**Run 1: sizing map**

Scale bar: 20 microns.
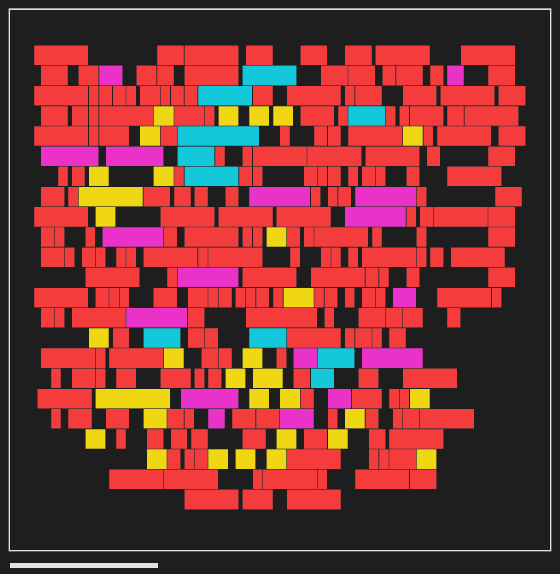
**Run 1: signal wires on met1**

Scale bar: 20 microns. Supply wires on this layer in grey. Cells faint in the background.
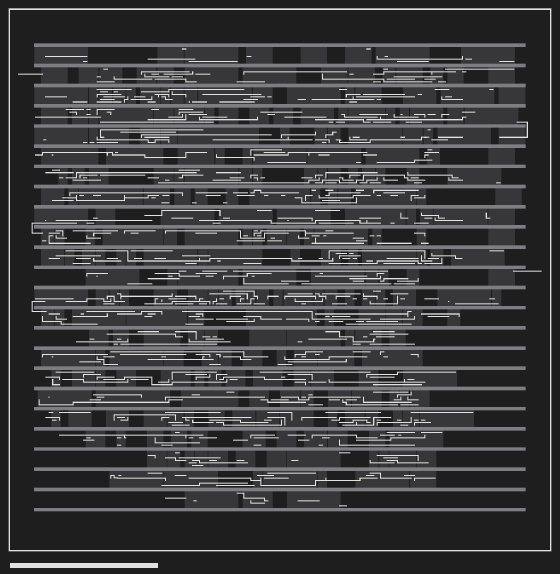
**Run 1: zoomed window**

Scale bar: 10 microns. Region (16, 2) to (56, 42) microns. Cells in grey, sequential cells in the stronger grey; small squares are vias.
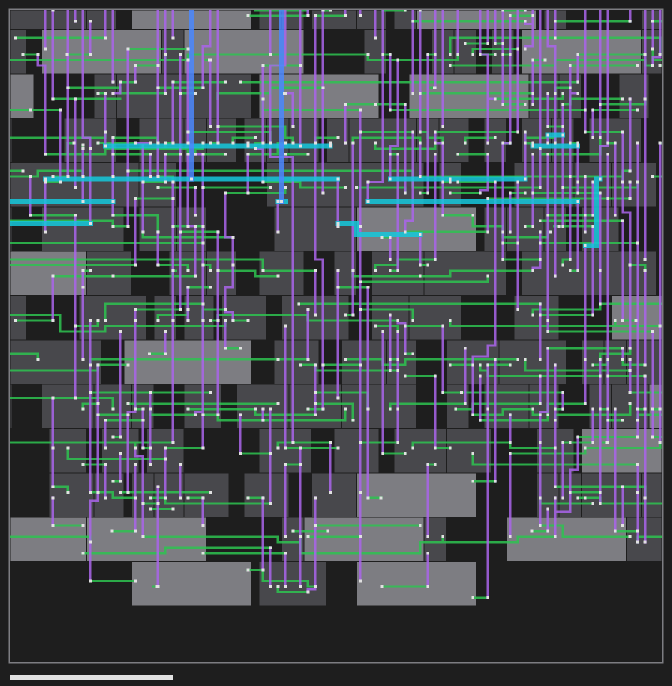
`src/rtl/stoppuhr_lap_mux.sv`:
```
// Stopwatch core: DIGITS-digit BCD counter with start/stop/lap control, lap hold,
// sticky overflow and a registered one-digit-at-a-time scan output for a 7-segment decoder.
module stoppuhr_lap_mux #(
   parameter int DIGITS = 4,
   parameter int DP_POS = 2
) (
   input  logic              clk_i,
   input  logic              res_i,
   input  logic              tick_en_i,
   input  logic              scan_en_i,
   input  logic              start_i,
   input  logic              stop_i,
   input  logic              lap_i,
   output logic [3:0]        digit_o,
   output logic [DIGITS-1:0] dig_sel_o,
   output logic              dp_o,
   output logic              running_o,
   output logic              held_o,
   output logic              ovf_o
);
   localparam int IW = $clog2(DIGITS);

   typedef enum logic [1:0] {IDLE, RUN, STOP} state_t;

   state_t                  state_q, state_d;
   logic [DIGITS-1:0][3:0]  cnt_q, cnt_d, hold_q, hold_d, src;
   logic                    held_q, held_d, ovf_q, ovf_d, carry;
   logic                    start_q, stop_q, lap_q, start_e, stop_e, lap_e;
   logic [IW-1:0]           idx_q, idx_d;
   logic [3:0]              digit_q;
   logic [DIGITS-1:0]       dig_sel_q;
   logic                    dp_q, running_q;

   // Edge registers always follow the inputs, so a button held through RES yields no edge.
   always_ff @(posedge clk_i) begin
      start_q <= start_i;
      stop_q  <= stop_i;
      lap_q   <= lap_i;
   end

   assign start_e = start_i & ~start_q;
   assign stop_e  = stop_i  & ~stop_q;
   assign lap_e   = lap_i   & ~lap_q;

   always_comb begin
      state_d = state_q;
      cnt_d   = cnt_q;
      hold_d  = hold_q;
      held_d  = held_q;
      ovf_d   = ovf_q;
      carry   = (state_q == RUN) && tick_en_i;
      for (int k = 0; k < DIGITS; k++) begin
         if (carry) begin
            if (cnt_q[k] == 4'd9) begin
               cnt_d[k] = 4'd0;
            end else begin
               cnt_d[k] = cnt_q[k] + 4'd1;
               carry    = 1'b0;
            end
         end
      end
      if (carry) ovf_d = 1'b1;

      case (state_q)
         IDLE: if (start_e && !stop_e) state_d = RUN;
         RUN: begin
            if (stop_e) state_d = STOP;
            if (lap_e) begin
               if (held_q) begin
                  held_d = 1'b0;
               end else begin
                  held_d = 1'b1;
                  hold_d = cnt_q;
               end
            end
         end
         STOP: begin
            if (start_e && !stop_e) state_d = RUN;
            // A clearing lap overrides a coincident resume.
            if (lap_e) begin
               if (held_q) begin
                  held_d = 1'b0;
               end else begin
                  cnt_d   = '0;
                  state_d = IDLE;
               end
            end
         end
         default: state_d = IDLE;
      endcase
   end

   assign src   = held_q ? hold_q : cnt_q;
   assign idx_d = !scan_en_i ? idx_q :
                  (idx_q == IW'(DIGITS-1)) ? '0 : idx_q + 1'b1;

   always_ff @(posedge clk_i) begin
      if (res_i) begin
         state_q   <= IDLE;
         cnt_q     <= '0;
         hold_q    <= '0;
         held_q    <= 1'b0;
         ovf_q     <= 1'b0;
         idx_q     <= '0;
         digit_q   <= 4'd0;
         dig_sel_q <= DIGITS'(1);
         dp_q      <= (DP_POS == 0);
         running_q <= 1'b0;
      end else begin
         state_q   <= state_d;
         cnt_q     <= cnt_d;
         hold_q    <= hold_d;
         held_q    <= held_d;
         ovf_q     <= ovf_d;
         idx_q     <= idx_d;
         digit_q   <= src[idx_q];
         dig_sel_q <= DIGITS'(1) << idx_q;
         dp_q      <= (idx_q == IW'(DP_POS));
         running_q <= (state_d == RUN);
      end
   end

   assign digit_o   = digit_q;
   assign dig_sel_o = dig_sel_q;
   assign dp_o      = dp_q;
   assign running_o = running_q;
   assign held_o    = held_q;
   assign ovf_o     = ovf_q;
endmodule

```
`config.mk`:
```
export PLATFORM = sky130hd
export DESIGN_NAME = stoppuhr_lap_mux
export DESIGN_NICKNAME = d
export VERILOG_FILES = /design/src/rtl/stoppuhr_lap_mux.sv
export SDC_FILE = /design/constraint.sdc
export NUM_CORES = 1
export LEC_CHECK = 0
export CAP_MARGIN = 10
export CORE_MARGIN = 3
export CORE_UTILIZATION = 51
export CTS_CLUSTER_SIZE = 16
export DETAILED_ROUTE_END_ITERATION = 7
export PLACE_DENSITY = 0.73
export SLEW_MARGIN = 20
export SYNTH_ARGS = -nofsm -noshare
export SYNTH_HDL_FRONTEND = slang
export SYNTH_SLANG_ARGS = --single-unit
```
`constraint.sdc`:
```
create_clock -name clk_i -period 1.7 [get_ports clk_i]
set_clock_uncertainty 0.05 [all_clocks]
set_input_delay 0.17 -clock clk_i [delete_from_list [all_inputs] [get_ports clk_i]]
set_output_delay 0.17 -clock clk_i [all_outputs]
set_load 0.005 [all_outputs]
```
==> reports/results.tsv, run 1 <==
metric	value	unit
cp_cell_sequence	nand4bb_4 -> or4_4 -> or3_1 -> a21oi_2	
comb_share	41.5	%
edf_count	0	
htreeDepth	2	
fa_ha_area_share	1.65	%
power_density	798	nW/um^2
seq-cell-share	36.1	%
grt_most_used_layer	met2	
n_all_buffers	47	
async_reset_ff_share	0	%
max_slew_margin	78.1	%
grtUsageMet3	5.10	%
worstHoldPathCells	1	
yosysWarnings	0	
worstSetupEndpoint	cnt_q[14]	
core_area	4140	sq um
route.met3.wl	190	microns
min_to	stop_q	
firstDrtPassIters	5	
critical_path_class	reg -> reg	
ys_top_cells_by_area	dfxtp_1 45%, nand2_1 8.9%, mux4_2 6.9%	
comb_area	1180	sq um
yosysTopAreaCell	dfxtp_1	
io-pin-count	19	
reg2reg_slack	7	ps
inv_count	6	
ys_seq_share	44.9	%
fin_area	2840	sq um
clock_tree.buffer_depth	2	
finalPower	2.26	mW
highest_layer	met4	
fillers	338	
drt_first_iter_violations	154	
grt-ovfl-total	0	
slew_viol_final	0	
track_usage	19.7	%
outcome	finished clean	
top_power_group	sequential cells	
use_met2	31.5	%
## Picture notes: 'sizing map'
Magenta stands for _2 cells, cells 17, share 5.9%, most used mux4_2. Red stands for _0 and _1 cells, cells 231, share 80%, most used nand2_1. Cyan stands for _6 and larger, cells 10, share 3.5%, most used clkbuf_8. Yellow stands for _3 and _4 cells, cells 31, share 11%, most used buf_4.
setup ws final: 6.64 ps
area delta synth->final: 24.9%

## Picture notes: 'signal wires on met1'
The longest straight run is 20.7 microns. The layer holds 46% of the routed length. The layer carries 2200 microns of wire. 271 nets have wire on it. The wires run mostly horizontal.
met1 Resource Use GR: 26.0%
routed wire length: 4790 microns
detailed-route via count: 1861

## Picture notes: 'zoomed window'
Green stands for metal 1. Cyan stands for metal 3. Purple stands for metal 2. Blue stands for metal 4.
Sequential cells in the window: 16. 117 logic cells have their middle in the window. Most frequent: nand2_1 (22), dfxtp_1 (15), buf_4 (13). Netlist names of flops here include `cnt_q` (11), `hold_q` (5).

## Run 2: what changed since run 1
Settings changed: CTS_CLUSTER_DIAMETER set to 50, SLEW_MARGIN 20 to not set.
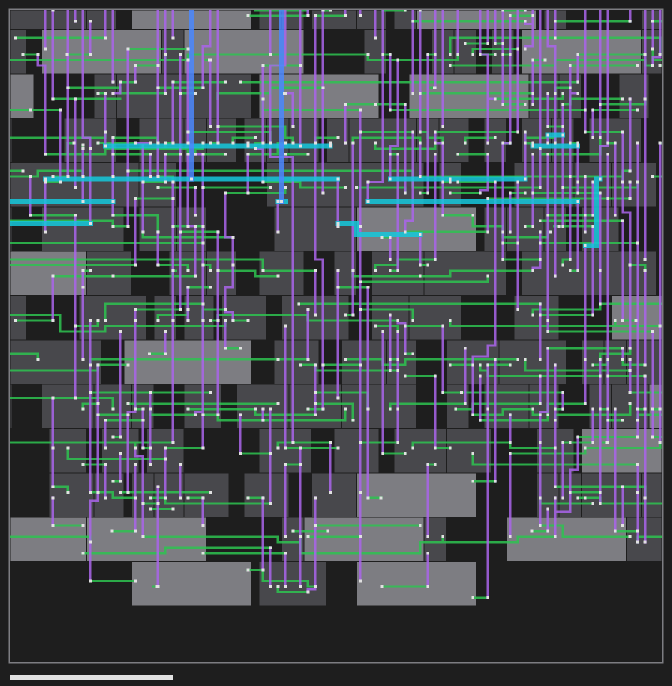
**Above:** run 2 (zoomed window).
Scale bar: 10 microns. Region (16, 2) to (56, 42) microns. Cells in grey, sequential cells in the stronger grey; small squares are vias.
Cyan stands for metal 3. Blue stands for metal 4. Purple stands for metal 2. Green stands for metal 1.
Netlist names of flops here include `cnt_q` (11), `hold_q` (5). Most frequent: nand2_1 (22), dfxtp_1 (15), buf_4 (13). 117 logic cells have their middle in the window. Sequential cells in the window: 16.

==> reports/results.tsv, run 2 <==
metric	value	unit	change
outcome	finished clean		
grt-ovfl-total	0		unchanged
totalWireLength	4790	microns	unchanged
fin_area	2840	sq um	unchanged
htreeDepth	2		unchanged
vias	1861		unchanged
grtUsageMet3	5.10	%	unchanged
clock_tree.buffer_depth	2		unchanged
ys_seq_share	44.9	%	unchanged
io-pin-count	19		unchanged
yosysWarnings	0		unchanged
highest_layer	met4		
grtUsageMet1	26.0	%	unchanged
fa_ha_area_share	1.65	%	unchanged
slew_viol_final	0		unchanged
top_power_group	sequential cells		
fillers	338		unchanged
comb_share	41.5	%	unchanged
finalPower	2.26	mW	unchanged
comb_area	1180	sq um	unchanged
firstDrtPassIters	5		unchanged
n_all_buffers	47		unchanged
reg2reg_slack	7	ps	about the same
core_area	4140	sq um	unchanged
synthToLayoutAreaGrowth	24.9	%	unchanged
max_slew_margin	78.1	%	unchanged
worstHoldPathCells	1		unchanged
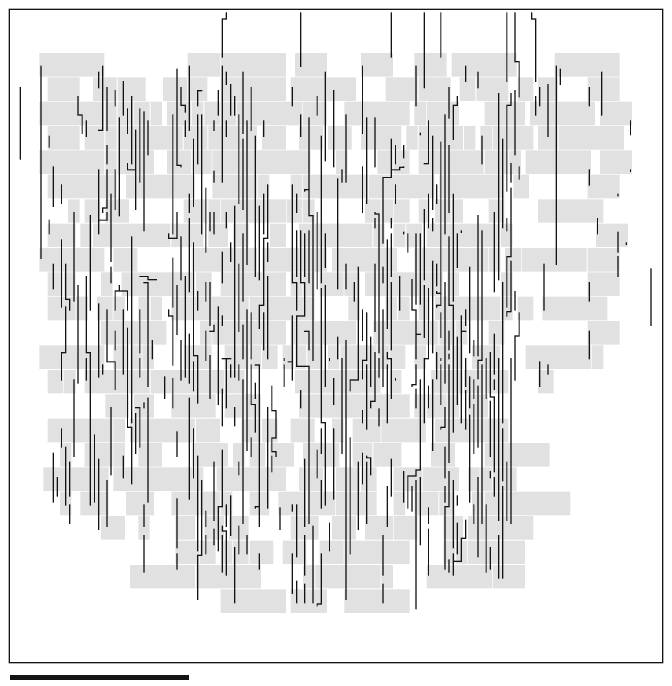
**Above:** run 2 (met2 routing).
Scale bar: 20 microns. Cells faint in the background.
The layer holds 49% of the routed length. The wires run mostly vertical. The layer carries 2350 microns of wire. The longest straight run is 28.9 microns.
met2 Use GR: 31.5%

